Figure 1. PDN straps and rails (run 1).
Pins as bars on the die edge.
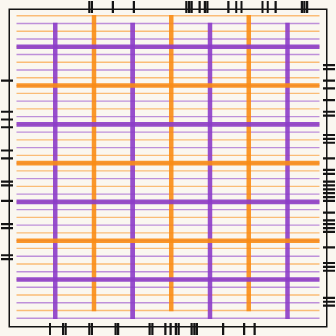
Figure 2. Placement by cell class (run 1).
Scale bar: 20 um.
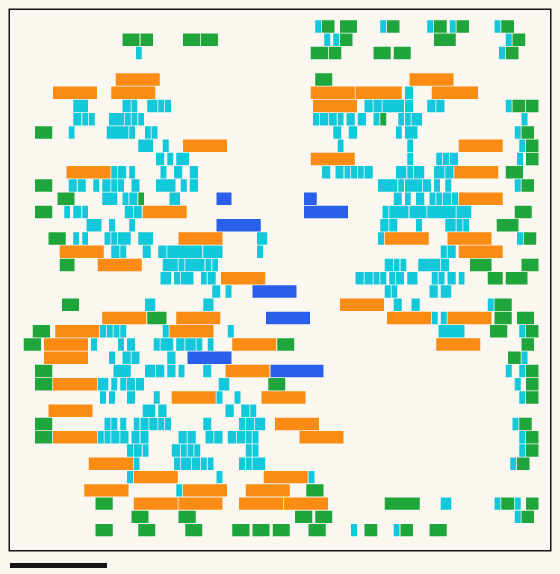
Figure 3. Clock network drawn from the DEF (run 1).
Scale bar: 20 um.
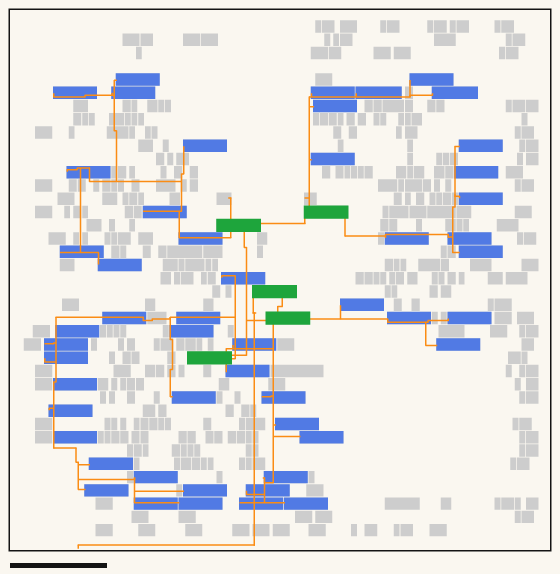
`config.mk`:
```
export PLATFORM = sky130hd
export DESIGN_NAME = irqgen_responder
export DESIGN_NICKNAME = d
export VERILOG_FILES = /design/src/rtl/irqgen_responder.sv
export SDC_FILE = /design/constraint.sdc
export NUM_CORES = 1
export LEC_CHECK = 0
export ABC_AREA = 1
export CAP_MARGIN = 0
export CORE_MARGIN = 2
export CORE_UTILIZATION = 25
export CTS_BUF_LIST = sky130_fd_sc_hd__clkbuf_16
export CTS_CLUSTER_DIAMETER = 120
export DETAILED_ROUTE_END_ITERATION = 10
export GPL_TIMING_DRIVEN = 0
export PLACE_DENSITY_LB_ADDON = 0.25
export SLEW_MARGIN = 40
export SYNTH_ARGS = -nofsm -noshare
export SYNTH_HDL_FRONTEND = slang
export SYNTH_SLANG_ARGS = --single-unit
```
`constraint.sdc`:
```
create_clock -name ACLK -period 1.95 [get_ports ACLK]
set_input_delay 0.39 -clock ACLK [delete_from_list [all_inputs] [get_ports ACLK]]
set_output_delay 0.39 -clock ACLK [all_outputs]
set_load 0.05 [all_outputs]
```
`src/rtl/irqgen_responder.sv`:
```
// irqgen_responder: interrupt-service emulator that acknowledges IRQ generator lines in loopback.
// Latency statistics (ts, stamps, latency_last/max) are built only when IRQRESP_LATENCY_STATS_EN is defined.
module irqgen_responder #(
   parameter int C_AMOUNT_OF_IRQLINES = 16,
   parameter int C_WIDTH_OF_DELAY     = 8,
   parameter int C_WIDTH_OF_COUNT     = 16,
   parameter int C_WIDTH_OF_LATENCY   = 16
) (
   input  logic                            ACLK,
   input  logic                            reset,
   input  logic                            enable,
   input  logic [C_WIDTH_OF_DELAY-1:0]     service_delay,
   input  logic                            stats_clr,
   input  logic [C_AMOUNT_OF_IRQLINES-1:0] irq_in,
   output logic [4:0]                      irq_handled,
   output logic                            busy,
   output logic [C_WIDTH_OF_COUNT-1:0]     handled_count,
   output logic [C_WIDTH_OF_LATENCY-1:0]   latency_last,
   output logic [C_WIDTH_OF_LATENCY-1:0]   latency_max
);
   localparam int N = C_AMOUNT_OF_IRQLINES;
   localparam logic [1:0] S_IDLE     = 2'd0;
   localparam logic [1:0] S_SERVICE  = 2'd1;
   localparam logic [1:0] S_ACK      = 2'd2;
   localparam logic [1:0] S_WAIT_CLR = 2'd3;

   logic [N-1:0]                  irq_r_q;
   logic [15:0]                   irq_r_ext;
   logic [1:0]                    state_q, state_d;
   logic [3:0]                    sel_q, sel_d;
   logic [3:0]                    low_idx;
   logic                          sel_line;
   logic [C_WIDTH_OF_DELAY-1:0]   cnt_q, cnt_d;
   logic [4:0]                    ack_q, ack_d;
   logic [C_WIDTH_OF_COUNT-1:0]   count_q, count_d;

   // Zero-extended copy lets a 4-bit index address any line count up to 16.
   assign irq_r_ext = 16'(irq_r_q);
   assign sel_line  = irq_r_ext[sel_q];

   always_comb begin
      low_idx = 4'd0;
      for (int i = N - 1; i >= 0; i--) begin
         if (irq_r_q[i]) low_idx = 4'(i);
      end
   end

   always_comb begin
      state_d = state_q;
      sel_d   = sel_q;
      cnt_d   = cnt_q;
      ack_d   = 5'd0;
      unique case (state_q)
         S_IDLE: begin
            if (enable && (|irq_r_q)) begin
               sel_d   = low_idx;
               cnt_d   = service_delay;
               state_d = S_SERVICE;
            end
         end
         S_SERVICE: begin
            if (!sel_line) begin
               state_d = S_IDLE;
            end else if (cnt_q == '0) begin
               state_d = S_ACK;
               ack_d   = {sel_q, 1'b1};
            end else begin
               cnt_d = cnt_q - C_WIDTH_OF_DELAY'(1);
            end
         end
         S_ACK: state_d = S_WAIT_CLR;
         S_WAIT_CLR: begin
            if (!sel_line) state_d = S_IDLE;
         end
         default: state_d = S_IDLE;
      endcase
   end

   always_comb begin
      count_d = count_q;
      if (stats_clr) begin
         count_d = '0;
      end else if ((state_q == S_ACK) && (count_q != '1)) begin
         count_d = count_q + C_WIDTH_OF_COUNT'(1);
      end
   end

   always_ff @(posedge ACLK or posedge reset) begin
      if (reset) begin
         irq_r_q <= '0;
         state_q <= S_IDLE;
         sel_q   <= 4'd0;
         cnt_q   <= '0;
         ack_q   <= 5'd0;
         count_q <= '0;
      end else begin
         irq_r_q <= irq_in;
         state_q <= state_d;
         sel_q   <= sel_d;
         cnt_q   <= cnt_d;
         ack_q   <= ack_d;
         count_q <= count_d;
      end
   end

   assign irq_handled   = ack_q;
   assign busy          = (state_q != S_IDLE);
   assign handled_count = count_q;

`ifdef IRQRESP_LATENCY_STATS_EN
   logic [N-1:0]                  irq_d_q;
   logic [C_WIDTH_OF_LATENCY-1:0] ts_q;
   logic [C_WIDTH_OF_LATENCY-1:0] stamp_q [N];
   logic [C_WIDTH_OF_LATENCY-1:0] lat_now;
   logic [C_WIDTH_OF_LATENCY-1:0] last_q, max_q;

   always_comb begin
      lat_now = '0;
      for (int i = 0; i < N; i++) begin
         if (4'(i) == sel_q) lat_now = ts_q - stamp_q[i];
      end
   end

   // A new ACK value beats a coincident clear for latency_last only.
   always_ff @(posedge ACLK or posedge reset) begin
      if (reset) begin
         irq_d_q <= '0;
         ts_q    <= '0;
         last_q  <= '0;
         max_q   <= '0;
         for (int i = 0; i < N; i++) stamp_q[i] <= '0;
      end else begin
         irq_d_q <= irq_r_q;
         ts_q    <= ts_q + C_WIDTH_OF_LATENCY'(1);
         for (int i = 0; i < N; i++) begin
            if (irq_r_q[i] && !irq_d_q[i]) stamp_q[i] <= ts_q;
         end
         if (state_q == S_ACK) last_q <= lat_now;
         else if (stats_clr)   last_q <= '0;
         if (stats_clr) max_q <= '0;
         else if ((state_q == S_ACK) && (lat_now > max_q)) max_q <= lat_now;
      end
   end

   assign latency_last = last_q;
   assign latency_max  = max_q;
`else
   assign latency_last = '0;
   assign latency_max  = '0;
`endif
endmodule
```
==> ci_impl_report.md, run 1 <==
## Implementation flow summary

| Metric | Value |
|---|---|
| Count of buffers inserted at the top-level ports | `49` |
| Number of fill cells | `roughly 1.2k` |
| Seq/Total Area, Yosys | `around 45%` |
| Remaining design rule violation count | `0` |
| Number of antenna violations at the first check in global routing | `0` |
| Final Max-Slew Violation Tally | `0` |
| Ordered list of cells on the worst path | `clkdlybuf4s50_1` |
| Insertion Delay late pin | `roughly 0.29 ns` |
| Post-CTS sizing | `2` |
| Tightest Hold Check Type | `input pin to async pin` |
| Number of maximum-capacitance constraint violations | `0` |
| Clock transition at the registers of the reported paths | `roughly 0.070 ns` |
| Setup slack on the worst flop-to-flop path | `between 0.15 and 0.2 ns` |
| Global Route met2 Usage | `between 15 and 20%` |
| Result of the run | `finished clean` |
| Antenna violation net count after detailed routing | `0` |
| Kind of start point of the critical path | `flip-flop` |
| Post-layout worst setup margin | `around 0.036 ns` |
| Slowest cell on the critical path | `clkdlybuf4s50_1` |
| Reg2Reg Launch Point | `cnt_q[0]` |
| Cells in synth_stat.txt | `around 350` |
| Num rows | `39` |
| First-pass GRT wire length | `10,300 um` |
| Die Wd | `roughly 110 um` |
| Effective utilization at floorplan | `25.3%` |
| Library cell with the largest summed area after synthesis | `dfrtp_1` |
| Global Route Usage Sum | `9.99%` |
| Final standard cell area without fillers | `roughly 3800 um^2` |
| IO Pins | `between 80 and 90` |
| Final layout net count | `466` |
| Count of TritonRoute iterations in the first routing pass | `4` |
| Dominant cell area share | `44.7%` |
| Number of violations reported at the end of detailed-routing iteration 0 | `75` |
| End of the worst register-to-register path | `cnt_q[0]` |
| CP top delay family | `buffers and inverters` |
| Post-synth design cell area | `2850 um^2` |
| Post-DR wirelength/cell | `between 10 and 15 um` |
| Post-cts hold buffer count | `0` |
| Total vias in the final route | `between 2k and 2.5k` |
| HPWL after detailed placement | `4520 um` |
| CTS max path bufs | `2` |
| Setup bufs post-CTS | `0` |
| Power per cell area | `between 1000 and 1500 nW/um^2` |
| Pin slew with the least headroom to its limit | `0.535 ns` |
| Mean number of vias per cell | `3.99` |
| Die Area | `about 12,000 um^2` |
| Distinct lib cells | `37` |
| Required time worst endpoint | `about 1.6 ns` |
| Part of the cycle the worst path needs | `between 90% and 100%` |
| Clock Sinks | `a little over 50` |
| Largest net degree at the start of global routing | `36` |
| Via count of the first global-routing pass | `2,264` |
| Largest cells by area after synthesis | `dfrtp_1, buf_4, nand2_1` |
| Fmax | `between 500 and 600 MHz` |
| Met3 capacity usage during global routing | `under 10%` |
| Weighted congestion at the end of routability-driven global placement | `roughly 0.82` |
| Leakage power summed over all cells | `1.86 nW` |
| Count of buffer and inverter cells on the critical path | `1` |
| Worst-case hold slack | `0.392 ns` |
| OpenROAD warning count | `27` |
| Setup TNS Final | `0 ns` |
| Worst Skew | `0.00620 ns` |
| Maximum fanout along the worst path | `4` |
| Worst Path Arrival | `around 1.5 ns` |
| Synthesized chip area reported by yosys | `2850 um^2` |
| Synth warnings | `0` |
| N_diodes | `0` |
| Capturing element type of the critical path | `output port` |
| Hold Vio Cnt, Final | `0` |
| #FFs+latches synth | `between 50 and 60` |
| TritonCTS Buffers | `5` |
| Area Overhead vs Synth | `35.0%` |
| Post-layout min period | `between 1.5 and 2 ns` |
| Highest cell delay on the worst timing path | `0.83 ns` |
| FF-to-FF path depth | `12` |
| Global route overflow | `0` |
| DP Area | `between 3000 and 4000 um^2` |
| DP Worst Slack | `0.0440 ns` |
| Count of endpoints failing setup in the final report | `0` |
| H-tree depth | `2` |
| Master cell of the clock root buffer | `clkbuf_16` |
| Cell count after synthesis | `~350` |
| CTS tree | `built` |
| Unrepaired setup endpoints after global routing | `yes` |
| GR peak layer | `met2` |
| Relative slew slack | `roughly 64%` |
| Overall routed net length | `between 5000 and 6000 um` |
| Fraction of final layout cells with drive strength greater than 1 | `19.2%` |
| Met1 usage in global routing | `between 10% and 20%` |
| Synthesized area per cell | `8.20 um^2` |
| Path type of the worst setup path | `flip-flop to output port` |
## Picture notes: Figure 1
[purple] VSS
[orange] VDD
signal pins: 82
met4 straps: 7
Core ar.: 11,300 um^2
vertical die dimension: 111 um
highest ir drop seen on vdd: 0.655 mV

## Picture notes: Figure 2
[orange] flops | cells: 51 | share of their area: 35%
[blue] clock drivers and dummy loads | cells: 8 | share of their area: 4.7%
[green] other buffers and delay cells | cells: 85 | share of their area: 21%
[cyan] combinational and other logic | cells: 293 | share of their area: 39%

## Picture notes: Figure 3
[orange] clock wires | length: 707 um
[blue] flip-flops | count: 51
[green] clock drivers | count: 5
routed clock nets: 6
flops lie: all over the die

run 1: cell usage after synthesis:
cell	n
nand2_1	52
dfrtp_1	51
inv_1	49
buf_4	32
a21oi_1	26
o21ai_0	26
nor2_1	24
nand3_1	21
nor2_2	9
nor3_1	6
inv_2	5
o21ai_1	5
nand2_2	4
nand4_1	4
nand3_2	3
o21ai_2	3
clkbuf_1	2
ha_1	2
inv_4	2
nand2_4	2
nor2_4	2
o31ai_1	2
xor2_1	2
a211oi_1	1
a211oi_2	1
a21boi_0	1
a221oi_2	1
a22oi_1	1
buf_6	1
conb_1	1
inv_6	1
nand2_8	1
nand3b_1	1
nor3_4	1
o211ai_1	1
or2_4	1
xnor2_1	1
run 1: cells by family after synthesis:
family / after synthesis / synth area share (%)
AOI/OAI and AO/OA: 68 / 13.5
and+or+nand+nor: 131 / 22.9
adders and majority gates: 2 / 0.877
xor gates and xnor gates: 3 / 0.921
DFF: 51 / 44.7
buffers and inverters: 92 / 16.9
other: 1 / 0.131
run 1: power breakdown:
group          internal [mW]  leakage, nW  switching (mW)
Combinational          0.562         1.12            1.04
Sequential              1.21        0.655           0.144
Clock                  0.610       0.0804           0.397
Total                   2.38         1.86            1.58
run 1: how the worst max path moves through the flow:
stage / from / end / slack [ns] / cells past startpoint
final: handled_count[14] / handled_count[14] / 0.04 / 1
after global routing: handled_count[0] / handled_count[11] / -0.01 / 12
after CTS: handled_count[4] / handled_count[4] / 0.02 / 1
after floorplan: handled_count[0] / handled_count[11] / 0.15 / 12
after detailed placement: stats_clr / handled_count[10] / 0.04 / 5
after global placement: reset / handled_count[1] / -0.95 / 2
run 1: area by class of cell:
type,instances,area (um^2),share of cell area (%)
Timing Repair Buffer,50,518,13.5
Clock buffer,5,125,3.25
Sequential cell,51,1280,33.2
Buffer,35,259,6.73
Multi-Input combinational cell,236,1220,31.6
Inverter,57,226,5.88
Clock inverter,3,46.3,1.20
Tap cell,143,179,4.65
run 1: through the flow:
step / power [mW] / instances / utilization (%)
5_1_grt: 4.29 / 580 / 34.2
3_3_place_gp: 2.95 / 571 / 32.3
6_report: 3.96 / 580 / 34.2
3_5_place_dp: 2.99 / 572 / 32.5
2_1_floorplan: 2.64 / 379 / -
4_1_cts: 4.01 / 580 / 34.0
run 1: cell usage in the layout, fill, tap and decap left out, drive strengths merged, types with 4 or more instances in the layout:
cell | synthesis | routed
a21oi | 26 | 26
buf | 33 | 34
clkbuf | 2 | 7
clkdlybuf4s50 | 0 | 43
conb | 1 | 32
dfrtp | 51 | 51
dlymetal6s2s | 0 | 4
inv | 57 | 58
nand2 | 59 | 59
nand3 | 24 | 24
nand4 | 4 | 4
nor2 | 35 | 35
nor3 | 7 | 7
o21ai | 34 | 34
run 1: routing by layer:
layer,part of all wire (%),routed length [um],vias up
met5,0,0,-
met4,1.0,62,0
met3,4.4,263,4
met2,50,2950,57
met1,45,2640,1028
li1,-,-,1228
run 1: registers in the layout, summed over array words and instances, names as in the netlist, named ones only:
register,flops
handled_count,16
state_q,1
cnt_q,8
irq_handled,5
irq_r_ext,16
sel_q,4
==> run 2: changes to the inputs <==
clock period = 1.77 ns   (was 1.95 ns; I/O delays follow)
Figure 4. Metal layers overlaid (run 2).
Only two layers are drawn.
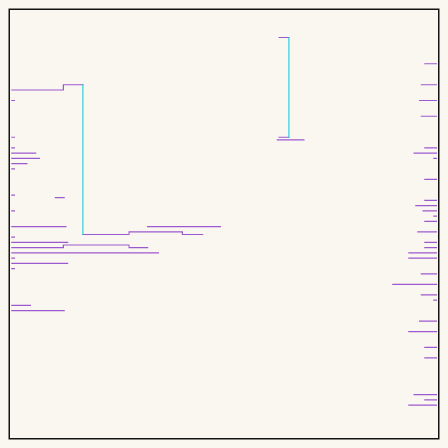
[purple] metal 3 | wire length: 366 um
[cyan] metal 4 | wire length: 64.6 um

Figure 5. Placement by cell class (run 2).
Scale bar: 20 um.
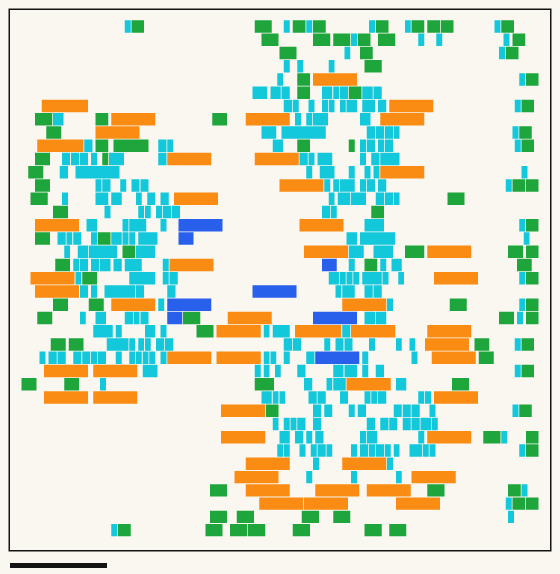
[green] other buffers and delay cells | cells: 96 | share of their area: 22%
[blue] clock drivers and dummy loads | cells: 8 | share of their area: 4.0%
[cyan] combinational and other logic | cells: 294 | share of their area: 40%
[orange] flops | cells: 51 | share of their area: 34%

==> run 2 against run 1 <==
Compared with the run above: first-iteration DRC count down 23%; wire length up 6.1%; power up 14%; count of clock-buffer cells in the layout unchanged; die area unchanged; area after synthesis unchanged; flip-flop count unchanged; critical path depth up 11; design area up 2.8%; sequential power up about 10%; clock skew about the same; largest cell class is now multi-input combinational cells.
==> ci_impl_report.md, run 2 <==
## Implementation flow summary

| Metric | Value |
|---|---|
| Most used flip-flop cell | `dfrtp_1` |
| Largest cells by area after synthesis | `dfrtp_1, buf_4, nand2_1` |
| Effective utilization at floorplan | `25.3% (unchanged)` |
| Post-layout min period | `around 1.7 ns` |
| Simple-gate share of the synthesized area | `22.9% (unchanged)` |
| Count of endpoints failing setup in the final report | `0 (unchanged)` |
| Remaining design rule violation count | `0 (unchanged)` |
| Path type of the worst setup path | `flip-flop to flip-flop` |
| Part of the cycle the worst path needs | `between 90% and 100%` |
| Overall Power | `4.52 mW (+14%)` |
| HPWL after detailed placement | `4710 um (+4.1%)` |
| Die Wd | `111 um (unchanged)` |
| Net switching power of the design | `1.88 mW (+19%)` |
| Number of violations reported at the end of detailed-routing iteration 0 | `58 (-23%)` |
| Sw frac | `41.6% (+1.8 points)` |
| Total vias in the final route | `2,396 (+3.4%)` |
| Master cell of the clock root buffer | `clkbuf_16` |
| Antenna violation net count after detailed routing | `0 (unchanged)` |
| Die Area | `12,300 um^2 (unchanged)` |
| #FFs+latches synth | `51 (unchanged)` |
| Cells in synth_stat.txt | `348 (unchanged)` |
| Post-synthesis share of cell area spent on and-or and or-and gates | `13.5% (unchanged)` |
| Parity-gate share of the synthesized area counting xor and xnor cells | `0.921% (unchanged)` |
| N_diodes | `0 (unchanged)` |
| Fraction of registers with async set or reset after synthesis | `100% (unchanged)` |
| IO Pins | `82 (unchanged)` |
| Internal portion of total power | `2.63 mW (+11%)` |
| Overall routed net length | `6270 um (+6.1%)` |
| Global Route Usage Sum | `10.5% (+0.46 points)` |
| Power per cell area | `1140 nW/um^2 (+11%)` |
| Most frequently used cell type in the post-synthesis netlist | `nand2_1` |
| Maximum fanout along the worst path | `7 (+3)` |
| Synthesized area per cell | `8.20 um^2 (unchanged)` |
| Count of TritonRoute iterations in the first routing pass | `4 (unchanged)` |
| Pin slew with the least headroom to its limit | `0.506 ns (-0.0289 ns)` |
| Mean number of vias per cell | `4.05 (+1.3%)` |
| Synthesized chip area reported by yosys | `2850 um^2 (unchanged)` |
| Setup TNS Final | `0 ns (unchanged)` |
| Cell count after synthesis | `348 (unchanged)` |
| Hold Vio Cnt, Final | `0 (unchanged)` |
| Count of buffers inserted at the top-level ports | `49 (unchanged)` |
| DP Area | `3680 um^2 (+0.48%)` |
| First-pass GRT wire length | `10,700 um (+3.8%)` |
| Capturing element type of the critical path | `flip-flop` |
| Most numerous logic cells after layout | `nand2_1, dfrtp_1, inv_1` |
| CTS max path bufs | `2 (unchanged)` |
| Result of the run | `finished clean` |
| Leakage power summed over all cells | `1.93 nW (+4.0%)` |
| Final standard cell area without fillers | `3960 um^2 (+2.8%)` |
| OpenROAD warning count | `26 (-3.7%)` |
| Share of total power in the clock network | `22.2% (-3.2 points)` |
| Highest ir drop seen on vdd | `0.437 mV (-33%)` |
| Synth warnings | `0 (unchanged)` |
| Part of the total power dissipated in combinational logic | `44.7% (+4.3 points)` |
| Distinct lib cells | `37 (unchanged)` |
| Clock Sinks | `51 (unchanged)` |
| Via count of the first global-routing pass | `2,425 (+7.1%)` |
| Post-layout worst setup margin | `0.0765 ns (+0.0403 ns)` |
| H-tree depth | `2 (unchanged)` |
| Power share of the sequential group | `33.1% (-1.1 points)` |
| Insertion Delay late pin | `0.29 ns (about the same)` |
| Area Overhead vs Synth | `38.8%` |
| Post-cts hold buffer count | `0 (unchanged)` |
| Number of antenna violations at the first check in global routing | `0 (unchanged)` |
| Largest net degree at the start of global routing | `43 (+19%)` |
| DP Worst Slack | `-0.106 ns (-0.150 ns)` |
| TritonCTS Buffers | `5 (unchanged)` |
| Final Max-Slew Violation Tally | `0 (unchanged)` |
| Post-DR wirelength/cell | `10.6 um (+3.9%)` |
| Clock transition at the registers of the reported paths | `0.07 ns (about the same)` |
| Vertical die dimension | `111 um (unchanged)` |
| Kind of start point of the critical path | `flip-flop` |
| Area fraction in full adders, half adders and majority gates | `0.877% (unchanged)` |
[run 2: final cells by class]
class / instances / area, um^2
clock buffer: 5 / 125
buffer: 35 / 259
multi-input combinational: 237 / 1290
fill: 1155 / 7310
timing repair buffer: 61 / 568
inverter: 57 / 229
tap: 143 / 179
clock inverter: 3 / 26.3
sequential: 51 / 1280
[run 2: layer usage]
layer  vias up  GRT usage (%)  share of wire [%]
li1       1251              -                  -
met4         0           3.25                1.0
met5         -              0                  0
met3         4           3.28                5.8
met1      1084           12.6                 45
met2        57           17.8                 48
[run 2: worst paths after layout]
path | start | end | slack, ns | cells past startpoint
worst max-delay path | cnt_q[1] | cnt_q[1] | 0.08 | 12
worst min-delay path | reset | handled_count[4] | 0.31 | 2
worst max register to register | cnt_q[1] | cnt_q[1] | 0.08 | 12
worst min register to register | cnt_q[7] | cnt_q[7] | 0.54 | 2
max in group asynchronous | reset | sel_q[1] | 1.00 | 3
min in group ACLK | irq_in[7] | irq_r_ext[7] | 0.50 | 1
[run 2: worst max-delay path: stages (launching register included)]
cell and delay, ns:
dfrtp_1 0.40, inv_2 0.09, ha_4 0.13, inv_1 0.05
nor2_2 0.11, nand2_2 0.09, nor2_4 0.10, a21oi_2 0.07
or2_4 0.30, nand2_8 0.10, inv_6 0.05, nand2_2 0.05
o21ai_2 0.05
[run 2: logic make-up (layout without fill, tap and decap cells)]
| group | after synthesis | after routing |
|---|---|---|
| AND/OR/NAND/NOR | 131 | 132 |
| buffers and inverters | 92 | 161 |
| AND-OR/OR-AND | 68 | 68 |
| flip-flops | 51 | 51 |
| XOR/XNOR | 3 | 3 |
| adder cells (fa/ha/maj) | 2 | 2 |
| other | 1 | 32 |
[run 2: timing repair]
| item | in CTS | in global routing |
|---|---|---|
| resized | 29 | 14 |
| endpoints found under the setup margin | 30 | 19 |
| gates cloned | 1 | 0 |
| setup buffers | 2 | 9 |
| pin swaps | 4 | 10 |
[run 2: metrics by stage]
step / cells / util (%)
floorplan: 379 / -
global placement: 571 / 32.5
detailed placement: 572 / 32.7
CTS: 583 / 34.1
global route: 592 / 35.1
finish: 592 / 35.1
[run 2: power groups by stage]
stage	logic, mW	registers (mW)	clock network (mW)
5_1_grt	2.25	1.52	1.08
4_1_cts	1.88	1.49	1.04
2_1_floorplan	1.42	1.50	0
3_5_place_dp	1.80	1.50	0
3_3_place_gp	1.75	1.50	0
6_report	2.02	1.49	1.00
==> run 3: changes to the inputs <==
CORE_ASPECT_RATIO = 2   (was not set)
PLACE_DENSITY_LB_ADDON = 0.3   (was 0.25)
Figure 6. Placement by cell class (run 3).
Scale bar: 20 um.
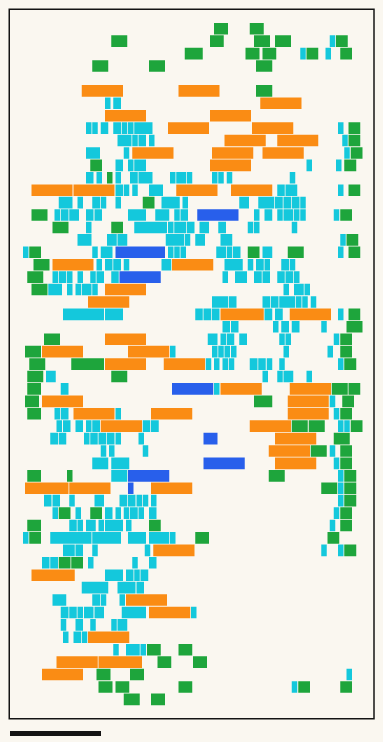
[orange] flops | cells: 51 | share of their area: 34%
[blue] clock drivers and dummy loads | cells: 8 | share of their area: 4.4%
[cyan] combinational and other logic | cells: 294 | share of their area: 41%
[green] other buffers and delay cells | cells: 94 | share of their area: 21%

Figure 7. PDN straps and rails (run 3).
Pins as bars on the die edge.
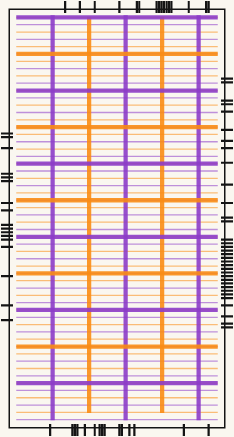
[purple] VSS
[orange] VDD
met5 straps: 11
signal pins: 82

==> run 3 against run 2 <==
Compared with the run above: die area increased by 0.43%; global-route usage increased by 1.4 points; utilization increased by 0.45 points; synthesized cell count unchanged; critical endpoint is now busy; largest cell class unchanged; highest routed layer unchanged.
==> ci_impl_report.md, run 3 <==
## Implementation flow summary

| Metric | Value |
|---|---|
| Highest ir drop seen on vdd | `0.648 mV (+48%)` |
| Vertical die dimension | `155 um (+40%)` |
| Pin slew with the least headroom to its limit | `0.517 ns (+0.0105 ns)` |
| IO Pins | `82 (unchanged)` |
| Antenna violation net count after detailed routing | `0 (unchanged)` |
| Kind of start point of the critical path | `flip-flop` |
| Synthesized chip area reported by yosys | `2850 um^2 (unchanged)` |
| Share of the core filled with cells | `35.6% (+0.45 points)` |
| Capturing element type of the critical path | `output port` |
| HPWL after detailed placement | `5340 um (+14%)` |
| Via count of the first global-routing pass | `2,478 (+2.2%)` |
| Remaining design rule violation count | `0 (unchanged)` |
| Post-DR wirelength/cell | `12.0 um (+13%)` |
| Overall Power | `4.62 mW (+2.3%)` |
| OpenROAD warning count | `26 (unchanged)` |
| Master cell of the clock root buffer | `clkbuf_16` |
| Most frequently used cell type in the post-synthesis netlist | `nand2_1` |
| Internal portion of total power | `2.72 mW (+3.4%)` |
| Overall routed net length | `7070 um (+13%)` |
| Seq/Total Area, Yosys | `around 45%` |
| Hold Vio Cnt, Final | `0 (unchanged)` |
| Area Overhead vs Synth | `39.9%` |
| Global Route Usage Sum | `11.9% (+1.4 points)` |
| Clock Sinks | `51 (unchanged)` |
| Distinct lib cells | `37 (unchanged)` |
| Mean number of vias per cell | `4.11 (+1.6%)` |
| Part of the cycle the worst path needs | `95.9% (+0.24 points)` |
| Share of total power in the clock network | `24.3% (+2.1 points)` |
| Largest cells by area after synthesis | `dfrtp_1, buf_4, nand2_1` |
| Total vias in the final route | `2,423 (+1.1%)` |
| Die Area | `12,300 um^2 (+0.43%)` |
| Synthesized area per cell | `8.20 um^2 (unchanged)` |
| Maximum fanout along the worst path | `5 (-2)` |
| Post-layout min period | `1.70 ns (+0.00421 ns)` |
| Cells in synth_stat.txt | `348 (unchanged)` |
| Number of violations reported at the end of detailed-routing iteration 0 | `101 (+74%)` |
| Net switching power of the design | `1.89 mW (+0.77%)` |
| First-pass GRT wire length | `11,500 um (+7.8%)` |
| Number of antenna violations at the first check in global routing | `0 (unchanged)` |
| Power share of the sequential group | `32.5% (-0.6 points)` |
| Cell count after synthesis | `348 (unchanged)` |
| Insertion Delay late pin | `0.30 ns (about the same)` |
| Final Max-Slew Violation Tally | `0 (unchanged)` |
| Final layout net count | `476` |
| Most used flip-flop cell | `dfrtp_1` |
| N_diodes | `0 (unchanged)` |
| Setup TNS Final | `0 ns (unchanged)` |
| TritonCTS Buffers | `5 (unchanged)` |
| Largest net degree at the start of global routing | `36 (-16%)` |
| CTS max path bufs | `2 (unchanged)` |
| Count of TritonRoute iterations in the first routing pass | `4 (unchanged)` |
| Synth warnings | `0 (unchanged)` |
| Leakage power summed over all cells | `1.93 nW (-0.32%)` |
| Result of the run | `finished clean` |
| Most numerous logic cells after layout | `nand2_1, dfrtp_1, inv_1, buf_4, conb_1` |
| Power per cell area | `1160 nW/um^2 (+1.5%)` |
| Part of the total power dissipated in combinational logic | `43.3% (-1.4 points)` |
| Post-cts hold buffer count | `0 (unchanged)` |
| Clock transition at the registers of the reported paths | `0.07 ns (about the same)` |
| Fraction of registers with async set or reset after synthesis | `100% (unchanged)` |
| Path type of the worst setup path | `flip-flop to output port` |
-- run 3: netlist changes by cell type in the layout (fill, tap and decap cells not counted), moves of 2 or more --
cell,previous run,this run
buf_4,43,41
inv_1,45,41
inv_2,8,12
nand3_1,21,19
nand3_2,2,4
nor2_2,11,8
nor2_4,4,8
-- run 3: final cells by class --
class	instances	area (um^2)
fill	1182	7230
multi-input combinational	237	1320
sequential	51	1280
timing repair buffer	59	553
buffer	35	259
inverter	57	229
tap	142	178
clock buffer	5	125
clock inverter	3	42.5
-- run 3: path summary, 6_finish.rpt --
check                      startpoint           endpoint  slack, ns  cells after the start
min reg2reg                  cnt_q[7]           cnt_q[7]       0.54                      2
min                             reset  handled_count[14]       0.34                      2
max reg2reg                  cnt_q[0]           cnt_q[2]       0.09                     12
min in group ACLK           irq_in[6]       irq_r_ext[6]       0.50                      1
max                         flip-flop               busy       0.07                      3
max in group asynchronous       reset           sel_q[1]       0.96                      3
-- run 3: kinds of logic after synthesis --
| kind of cell | synth area share [%] |
|---|---|
| AND-OR/OR-AND | 13.5 |
| XOR/XNOR | 0.921 |
| adder cells (fa/ha/maj) | 0.877 |
| buffers and inverters | 16.9 |
| flip-flops | 44.7 |
| other | 0.131 |
| AND/OR/NAND/NOR | 22.9 |
-- run 3: what timing repair did --
action	CTS	global route
gates cloned	1	0
resized	29	24
setup buffers	4	5
pin swaps	3	9
endpoints found under the setup margin	32	21
-- run 3: power by group through the flow --
stage / clock (mW) / combinational [mW] / sequential (mW)
6_report: 1.12 / 2.00 / 1.50
5_1_grt: 1.19 / 2.22 / 1.53
4_1_cts: 1.14 / 1.89 / 1.49
3_5_place_dp: 0 / 1.82 / 1.51
3_3_place_gp: 0 / 1.76 / 1.50
2_1_floorplan: 0 / 1.42 / 1.50
-- run 3: metal layers --
metal	global-route usage (%)	share of wire, %
met1	12.7	38
met2	21.9	54
met3	2.09	5.0
met4	5.42	2.4
met5	0	0
-- run 3: worst max-delay path, stage by stage, from the launching register on --
cell and delay (ns):
dfrtp_1 0.45, nor2_1 0.16, inv_1 0.10, clkdlybuf4s15_2 0.34
-- run 3: metrics by stage --
| step | std cells | setup WS, ns | hold slack, ns | area (um^2) |
|---|---|---|---|---|
| 3_5_place_dp | 571 | -0.105 | 0.513 | 3680 |
| 2_1_floorplan | 379 | 0.00300 | 0.385 | 2990 |
| 3_3_place_gp | 570 | -1.05 | 0.511 | 3660 |
| 5_1_grt | 589 | -0.0131 | 0.356 | 3990 |
| 4_1_cts | 584 | 0.00111 | 0.344 | 3880 |
| 6_report | 589 | 0.0723 | 0.339 | 3990 |
Power is estimated from default activity; no workload was simulated.
